Run 1, the metal 1 layer:
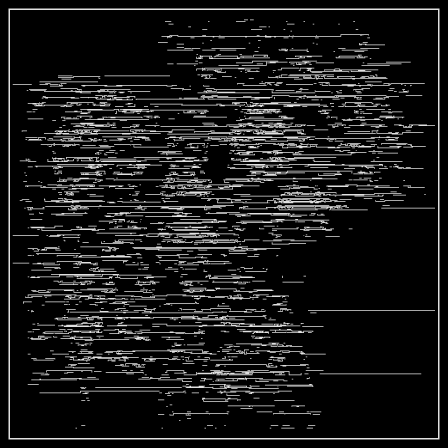
Run 1, signal wires on met2:
Scale bar: 50 um.
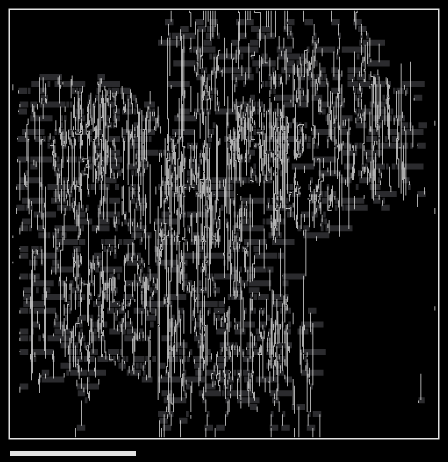
Run 1, metal 3:
Scale bar: 50 um.
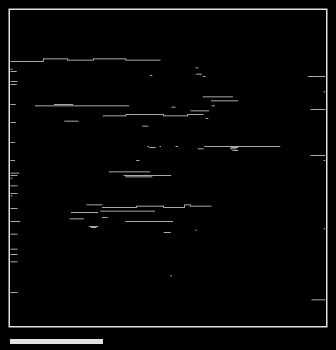
### src/rtl/game_pkg.sv
// rtl/game_pkg.sv - shared VGA timing, colour, mode and playfield geometry for the game renderer
// Geometry is kept as signed 12-bit so edge arithmetic near column/row 0 never wraps.
package game_pkg;

  localparam logic [9:0] H_VISIBLE    = 10'd640;
  localparam logic [9:0] H_SYNC_START = 10'd656;
  localparam logic [9:0] H_SYNC_END   = 10'd751;
  localparam logic [9:0] H_LAST       = 10'd799;
  localparam logic [9:0] V_VISIBLE    = 10'd480;
  localparam logic [9:0] V_SYNC_START = 10'd490;
  localparam logic [9:0] V_SYNC_END   = 10'd491;
  localparam logic [9:0] V_LAST       = 10'd524;

  localparam logic [11:0] COL_BALL = 12'hFFF;
  localparam logic [11:0] COL_P1   = 12'hF00;
  localparam logic [11:0] COL_P2   = 12'h00F;
  localparam logic [11:0] COL_WALL = 12'h888;
  localparam logic [11:0] COL_BG   = 12'h000;

  typedef enum logic [1:0] {
    MODE_TENNIS   = 2'b00,
    MODE_SOCCER   = 2'b01,
    MODE_SQUASH   = 2'b10,
    MODE_PRACTICE = 2'b11
  } game_mode_e;

  typedef logic signed [11:0] coord_t;

  localparam coord_t PADDLE_W1   = 12'sd4;
  localparam coord_t PADDLE_BASE = 12'sd4;
  localparam coord_t BAT_SMALL   = 12'sd15;
  localparam coord_t BAT_LARGE   = 12'sd25;
  localparam coord_t P1_X        = 12'sd40;
  localparam coord_t P2_X        = 12'sd596;
  localparam coord_t P1_FWD_X    = 12'sd490;
  localparam coord_t P2_FWD_X    = 12'sd150;
  localparam coord_t SQ_P1_X     = 12'sd490;
  localparam coord_t SQ_P2_X     = 12'sd506;

  localparam coord_t BALL_LO = 12'sd4;
  localparam coord_t BALL_HI = 12'sd3;

  localparam coord_t WALL_TOP_Y0 = 12'sd26;
  localparam coord_t WALL_TOP_Y1 = 12'sd30;
  localparam coord_t WALL_BOT_Y0 = 12'sd450;
  localparam coord_t WALL_BOT_Y1 = 12'sd454;
  localparam coord_t SIDE_L_X0   = 12'sd26;
  localparam coord_t SIDE_L_X1   = 12'sd30;
  localparam coord_t SIDE_R_X0   = 12'sd610;
  localparam coord_t SIDE_R_X1   = 12'sd614;
  localparam coord_t GOAL_Y0     = 12'sd134;
  localparam coord_t GOAL_Y1     = 12'sd344;

  localparam coord_t SCORE_Y0    = 12'sd8;
  localparam coord_t SCORE_Y1    = 12'sd15;
  localparam coord_t SCORE_P1_X  = 12'sd40;
  localparam coord_t SCORE_P2_X  = 12'sd600;

  function automatic coord_t to_coord(input logic [10:0] v);
    return coord_t'({1'b0, v});
  endfunction

  function automatic logic in_range(input coord_t v, input coord_t lo, input coord_t hi);
    return (v >= lo) && (v <= hi);
  endfunction

endpackage

### src/rtl/vga_timing.sv
// rtl/vga_timing.sv - pixel prescaler, 800x525 raster counters, raw syncs and visible flag
// Counters only move on tick so every downstream register can share the same enable.
module vga_timing
  import game_pkg::*;
#(
  parameter int PIX_DIV = 4
) (
  input  logic       clk,
  input  logic       rst_n,
  output logic       tick,
  output logic [9:0] h_cnt,
  output logic [9:0] v_cnt,
  output logic       hsync_raw,
  output logic       vsync_raw,
  output logic       visible
);

  localparam int PW = (PIX_DIV > 1) ? $clog2(PIX_DIV) : 1;
  localparam logic [PW-1:0] PRE_LAST = PW'(PIX_DIV - 1);

  logic [PW-1:0] pre_cnt;

  assign tick = (pre_cnt == PRE_LAST);

  always_ff @(posedge clk or negedge rst_n) begin
    if (!rst_n) begin
      pre_cnt <= '0;
    end else if (tick) begin
      pre_cnt <= '0;
    end else begin
      pre_cnt <= pre_cnt + 1'b1;
    end
  end

  always_ff @(posedge clk or negedge rst_n) begin
    if (!rst_n) begin
      h_cnt <= '0;
      v_cnt <= '0;
    end else if (tick) begin
      if (h_cnt == H_LAST) begin
        h_cnt <= '0;
        v_cnt <= (v_cnt == V_LAST) ? 10'd0 : v_cnt + 10'd1;
      end else begin
        h_cnt <= h_cnt + 10'd1;
      end
    end
  end

  assign hsync_raw = !((h_cnt >= H_SYNC_START) && (h_cnt <= H_SYNC_END));
  assign vsync_raw = !((v_cnt >= V_SYNC_START) && (v_cnt <= V_SYNC_END));
  assign visible   = (h_cnt < H_VISIBLE) && (v_cnt < V_VISIBLE);

endmodule

### src/rtl/game_renderer.sv
// rtl/game_renderer.sv - frame-snapshot playfield renderer for a VGA bat-and-ball game
// Optional score bars are built only with macro GAME_RENDER_SCORE_EN.
module game_renderer
  import game_pkg::*;
#(
  parameter int PIX_DIV = 4
) (
  input  logic        clk,
  input  logic        rst_n,
  input  logic [10:0] p1_y,
  input  logic [10:0] p2_y,
  input  logic [10:0] ball_x,
  input  logic [10:0] ball_y,
  input  logic [4:0]  p1_score,
  input  logic [4:0]  p2_score,
  input  logic [1:0]  mode,
  input  logic        bat_size,
  output logic        hsync,
  output logic        vsync,
  output logic [11:0] rgb,
  output logic        frame_tick
);

  logic       tick;
  logic [9:0] h_cnt;
  logic [9:0] v_cnt;
  logic       hsync_raw;
  logic       vsync_raw;
  logic       visible;

  vga_timing #(.PIX_DIV(PIX_DIV)) u_timing (
    .clk       (clk),
    .rst_n     (rst_n),
    .tick      (tick),
    .h_cnt     (h_cnt),
    .v_cnt     (v_cnt),
    .hsync_raw (hsync_raw),
    .vsync_raw (vsync_raw),
    .visible   (visible)
  );

  // Inputs are sampled once per frame, at the top of vertical blanking.
  logic snap;
  assign snap = tick && (h_cnt == 10'd0) && (v_cnt == V_VISIBLE);

  logic [10:0] sh_p1_y;
  logic [10:0] sh_p2_y;
  logic [10:0] sh_ball_x;
  logic [10:0] sh_ball_y;
  game_mode_e  sh_mode;
  logic        sh_bat;

  always_ff @(posedge clk or negedge rst_n) begin
    if (!rst_n) begin
      sh_p1_y   <= '0;
      sh_p2_y   <= '0;
      sh_ball_x <= '0;
      sh_ball_y <= '0;
      sh_mode   <= MODE_TENNIS;
      sh_bat    <= 1'b0;
    end else if (snap) begin
      sh_p1_y   <= p1_y;
      sh_p2_y   <= p2_y;
      sh_ball_x <= ball_x;
      sh_ball_y <= ball_y;
      sh_mode   <= game_mode_e'(mode);
      sh_bat    <= bat_size;
    end
  end

`ifdef GAME_RENDER_SCORE_EN
  logic [4:0] sh_p1_score;
  logic [4:0] sh_p2_score;

  always_ff @(posedge clk or negedge rst_n) begin
    if (!rst_n) begin
      sh_p1_score <= '0;
      sh_p2_score <= '0;
    end else if (snap) begin
      sh_p1_score <= p1_score;
      sh_p2_score <= p2_score;
    end
  end
`else
  logic unused_scores;
  assign unused_scores = ^{p1_score, p2_score};
`endif

  coord_t hx;
  coord_t vy;
  coord_t half;
  coord_t p1c;
  coord_t p2c;
  coord_t bx;
  coord_t by;

  assign hx   = to_coord({1'b0, h_cnt});
  assign vy   = to_coord({1'b0, v_cnt});
  assign half = PADDLE_BASE + (sh_bat ? BAT_SMALL : BAT_LARGE);
  assign p1c  = to_coord(sh_p1_y);
  assign p2c  = to_coord(sh_p2_y);
  assign bx   = to_coord(sh_ball_x);
  assign by   = to_coord(sh_ball_y);

  logic is_tennis, is_soccer, is_squash, is_practice;
  assign is_tennis   = (sh_mode == MODE_TENNIS);
  assign is_soccer   = (sh_mode == MODE_SOCCER);
  assign is_squash   = (sh_mode == MODE_SQUASH);
  assign is_practice = (sh_mode == MODE_PRACTICE);

  logic ball_hit;
  logic p1_rows, p2_rows;
  logic p1_hit, p2_hit;
  logic wall_hit;
  logic score_hit_p1, score_hit_p2;

  always_comb begin
    ball_hit = in_range(hx, bx - BALL_LO, bx + BALL_HI)
            && in_range(vy, by - BALL_LO, by + BALL_HI);

    p1_rows = in_range(vy, p1c - half, p1c + half);
    p2_rows = in_range(vy, p2c - half, p2c + half);

    p1_hit = p1_rows && (
               ((is_tennis || is_soccer) && in_range(hx, P1_X, P1_X + PADDLE_W1))
            || (is_soccer && in_range(hx, P1_FWD_X, P1_FWD_X + PADDLE_W1))
            || ((is_squash || is_practice) && in_range(hx, SQ_P1_X, SQ_P1_X + PADDLE_W1)));

    // Practice mode has no second player at all.
    p2_hit = p2_rows && (
               ((is_tennis || is_soccer) && in_range(hx, P2_X, P2_X + PADDLE_W1))
            || (is_soccer && in_range(hx, P2_FWD_X, P2_FWD_X + PADDLE_W1))
            || (is_squash && in_range(hx, SQ_P2_X, SQ_P2_X + PADDLE_W1)));

    wall_hit = in_range(vy, WALL_TOP_Y0, WALL_TOP_Y1)
            || in_range(vy, WALL_BOT_Y0, WALL_BOT_Y1)
            || (is_soccer
                && (in_range(hx, SIDE_L_X0, SIDE_L_X1) || in_range(hx, SIDE_R_X0, SIDE_R_X1))
                && !in_range(vy, GOAL_Y0, GOAL_Y1))
            || ((is_squash || is_practice)
                && in_range(hx, SIDE_L_X0, SIDE_L_X1)
                && in_range(vy, WALL_TOP_Y0, WALL_BOT_Y1));

`ifdef GAME_RENDER_SCORE_EN
    // A zero score gives an empty span (hi < lo), so nothing is drawn.
    score_hit_p1 = in_range(vy, SCORE_Y0, SCORE_Y1)
                && in_range(hx, SCORE_P1_X,
                            SCORE_P1_X + coord_t'({5'b0, sh_p1_score, 2'b00}) - 12'sd1);
    score_hit_p2 = in_range(vy, SCORE_Y0, SCORE_Y1)
                && in_range(hx, SCORE_P2_X - coord_t'({5'b0, sh_p2_score, 2'b00}) + 12'sd1,
                            SCORE_P2_X);
`else
    score_hit_p1 = 1'b0;
    score_hit_p2 = 1'b0;
`endif
  end

  logic [11:0] pix;

  always_comb begin
    pix = COL_BG;
    if (ball_hit)          pix = COL_BALL;
    else if (p1_hit)       pix = COL_P1;
    else if (p2_hit)       pix = COL_P2;
    else if (score_hit_p1) pix = COL_P1;
    else if (score_hit_p2) pix = COL_P2;
    else if (wall_hit)     pix = COL_WALL;
  end

  always_ff @(posedge clk or negedge rst_n) begin
    if (!rst_n) begin
      rgb        <= '0;
      hsync      <= 1'b1;
      vsync      <= 1'b1;
      frame_tick <= 1'b0;
    end else begin
      frame_tick <= snap;
      if (tick) begin
        rgb   <= visible ? pix : COL_BG;
        hsync <= hsync_raw;
        vsync <= vsync_raw;
      end
    end
  end

endmodule

### config.mk
export PLATFORM = sky130hd
export DESIGN_NAME = game_renderer
export DESIGN_NICKNAME = d
export VERILOG_FILES = /design/src/rtl/game_pkg.sv /design/src/rtl/vga_timing.sv /design/src/rtl/game_renderer.sv
export SDC_FILE = /design/constraint.sdc
export NUM_CORES = 1
export LEC_CHECK = 0
export ABC_AREA = 1
export CORE_MARGIN = 2
export CORE_UTILIZATION = 30
export CTS_BUF_LIST = sky130_fd_sc_hd__clkbuf_16
export DETAILED_ROUTE_END_ITERATION = 8
export GPL_ROUTABILITY_DRIVEN = 0
export MAX_ROUTING_LAYER = met4
export PLACE_DENSITY = 0.51
export SYNTH_ARGS = -nofsm -noshare
export SYNTH_HDL_FRONTEND = slang
export SYNTH_HIERARCHICAL = 1
export SYNTH_SLANG_ARGS = --single-unit
### constraint.sdc
create_clock -name clk -period 3.9 [get_ports clk]
set_input_delay 0.78 -clock clk [delete_from_list [all_inputs] [get_ports clk]]
set_output_delay 0.78 -clock clk [all_outputs]
set_load 0.02 [all_outputs]
==> flow_summary.toml, run 1 <==
# yosys + openroad results
[layout]
seq_share_pct = 20.8
buf_share_pct = 7.80
lay_top_cells = "362 x nand2_1, 134 x inv_1, 111 x nor2_1"
final_cells = 1586
fillCellCount = 2928

[sta]
period_minus_slack_ns = 3.34
fin_crit_sh_pct = 85.7
finalSetupViolCount = 0
fmax_ghz = 0.299
tns_ns = 0
worst_slew_pin_slew_ns = 0.979
skew_ns = 0.0124

[logic_synthesis]
synth.avg_cell_area_um2 = 6.92
yosys-stat-area_um2 = 8200
synth_xor_xnor_area_share_pct = 5.87
ys_sh_adder_pct = 16.5
synth-async-reset-ratio_pct = 100
yosys-top-cells-count = "362 x nand2_1, 133 x inv_1, 111 x nor2_1"
yosysWarnings = 6

[worst_setup_path]
worstPathArrival_ns = 3.58
crit_top_cell = "nand2_1"
path_delay_family = "simple AND/OR/NAND/NOR gates"
regToRegSetupSlack_ns = 0.56
startpoint_type = "flop"

[floorplanning]
die_h_um = 169
design.die.area_um2 = 28700
num_rows = 60
ios = 74
core_um2 = 26900

[power]
vdd_drop_max_v = 0.000154

[global_route]
antenna_found_initial = 0
grt_usage_pct = 16.1

[placed_design]
io_buffers = 63

[clocking]
ctsHoldBuffers = 0

[drt]
dr_wl_met2_um = 10000
route.met3.wl_um = 635

[outcome]
run_status = "complete, no violations"
Notes on 'the metal 1 layer' above:
share of all routed wire: 49%
longest straight run: 64.4 um
wire length on this layer: 10300 um
Post-Route WL: 21300 um
grt met1 use: 20.2%
Via Count: 7432

Notes on 'signal wires on met2' above:
main direction: vertical
share of all routed wire: 47%

Notes on 'metal 3' above:
share of all routed wire: 3.0%
main direction: horizontal
wire length on this layer: 636 um
longest straight run: 50.1 um
nets with wire on the layer: 54

-- run 1: stage by stage --
step | util (%) | setup slack, ns | instance area (um2)
2_1_floorplan | - | 0.765 | 8200
5_1_grt | 35.0 | 0.180 | 9400
4_1_cts | 35.0 | 0.540 | 9400
3_5_place_dp | 33.9 | 0.569 | 9100
3_3_place_gp | 33.9 | 0.579 | 9100
6_report | 35.0 | 0.559 | 9400
-- run 1: registers in the layout, indices dropped and copies added (netlist names) --
register and count:
sh_ball_x 11, sh_ball_y 11, sh_p1_y 11, sh_p2_y 11
u_timing/h_cnt 10, u_timing/v_cnt 10, rgb 6, sh_mode 2
u_timing/pre_cnt 2, frame_tick 1, hsync 1, sh_bat 1
vsync 1
==> run 2, diff against run 1 <==
CORE_UTILIZATION = 59   (was 30)
GPL_ROUTABILITY_DRIVEN = 1   (was 0)
PLACE_DENSITY = 0.85   (was 0.51)
RECOVER_POWER = 50   (was default)
Run 2, metal 3:
Scale bar: 20 um.
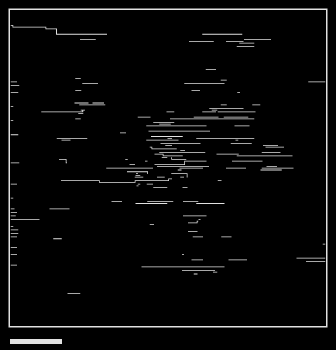
nets with wire on the layer: 98
share of all routed wire: 4.7%

Run 2, signal wires on met2:
Scale bar: 20 um.
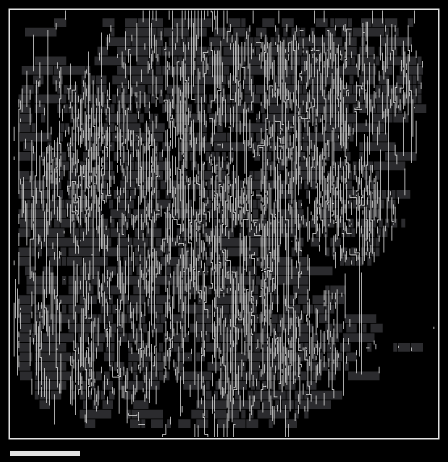
nets with wire on the layer: 1100
longest straight run: 49.4 um
share of all routed wire: 49%
met2 usage: 46.7%
Via Count: 7764

==> flow_summary.toml, run 2 <==
# yosys + openroad results
[outcome]
run_status = "finished with violations"
violations = "capacitance limit, slew limit"

[logic_synthesis]
synth_xor_xnor_area_share_pct = 5.87
yosys-top-cells-count = "362 x nand2_1, 133 x inv_1, 111 x nor2_1"
synth-async-reset-ratio_pct = 100
yosys-stat-area_um2 = 8200
synth.avg_cell_area_um2 = 6.92
ys_sh_adder_pct = 16.5
yosysWarnings = 6

[clocking]
ctsHoldBuffers = 0

[drt]
route.met3.wl_um = 931
wirelength_um = 19700
dr_wl_met2_um = 9540

[layout]
lay_top_cells = "362 x nand2_1, 138 x inv_1, 112 x nor2_1"
buf_share_pct = 7.63
seq_share_pct = 21.5
fillCellCount = 1181

[sta]
finalSetupViolCount = 0
fmax_ghz = 0.305
slew_violations = 79
worst_slew_pin_slew_ns = 2.00
fin_crit_sh_pct = 84.0
tns_ns = 0
period_minus_slack_ns = 3.28

[floorplanning]
die_h_um = 122
num_rows = 43
core_um2 = 13700
ios = 74

[global_route]
antenna_found_initial = 0
grt_usage_pct = 28.5
grt_util_met1_pct = 37.2

[placed_design]
io_buffers = 63
pre_cts_ws_ns = 0.644

[job]
drv_cap = 1

[worst_setup_path]
startpoint_type = "flop"
worstPathArrival_ns = 3.51
path_delay_family = "simple AND/OR/NAND/NOR gates"

[power]
vdd_drop_max_v = 0.000206
run 2: netlist changes by cell type in the layout (fill, tap and decap cells not counted), moves of 2 or more:
cell	delta
clkinv_1	+2
inv_1	+4
clkinvlp_4	-3
buf_4	-9
run 2: per-stage QoR:
step           hold WS, ns  cells  utilization [%]  area, um2  power [uW]
2_1_floorplan        0.403   1186                -       8200         824
3_3_place_gp         0.416   1403             64.7       8870         889
3_5_place_dp         0.424   1403             64.7       8870         889
4_1_cts              0.432   1419             66.5       9120        1640
5_1_grt              0.459   1419             66.4       9100        1680
6_report             0.435   1419             66.4       9100        1640
run 2: cell families (layout without fill, tap and decap cells):
family                     Yosys count  count (layout)
buffers and inverters              185             238
DFF                                 78              78
adders and majority gates          106             106
AOI/OAI and AO/OA                  134             134
and+or+nand+nor                    628             628
xor gates and xnor gates            55              55
Power is estimated from default activity; no workload was simulated.
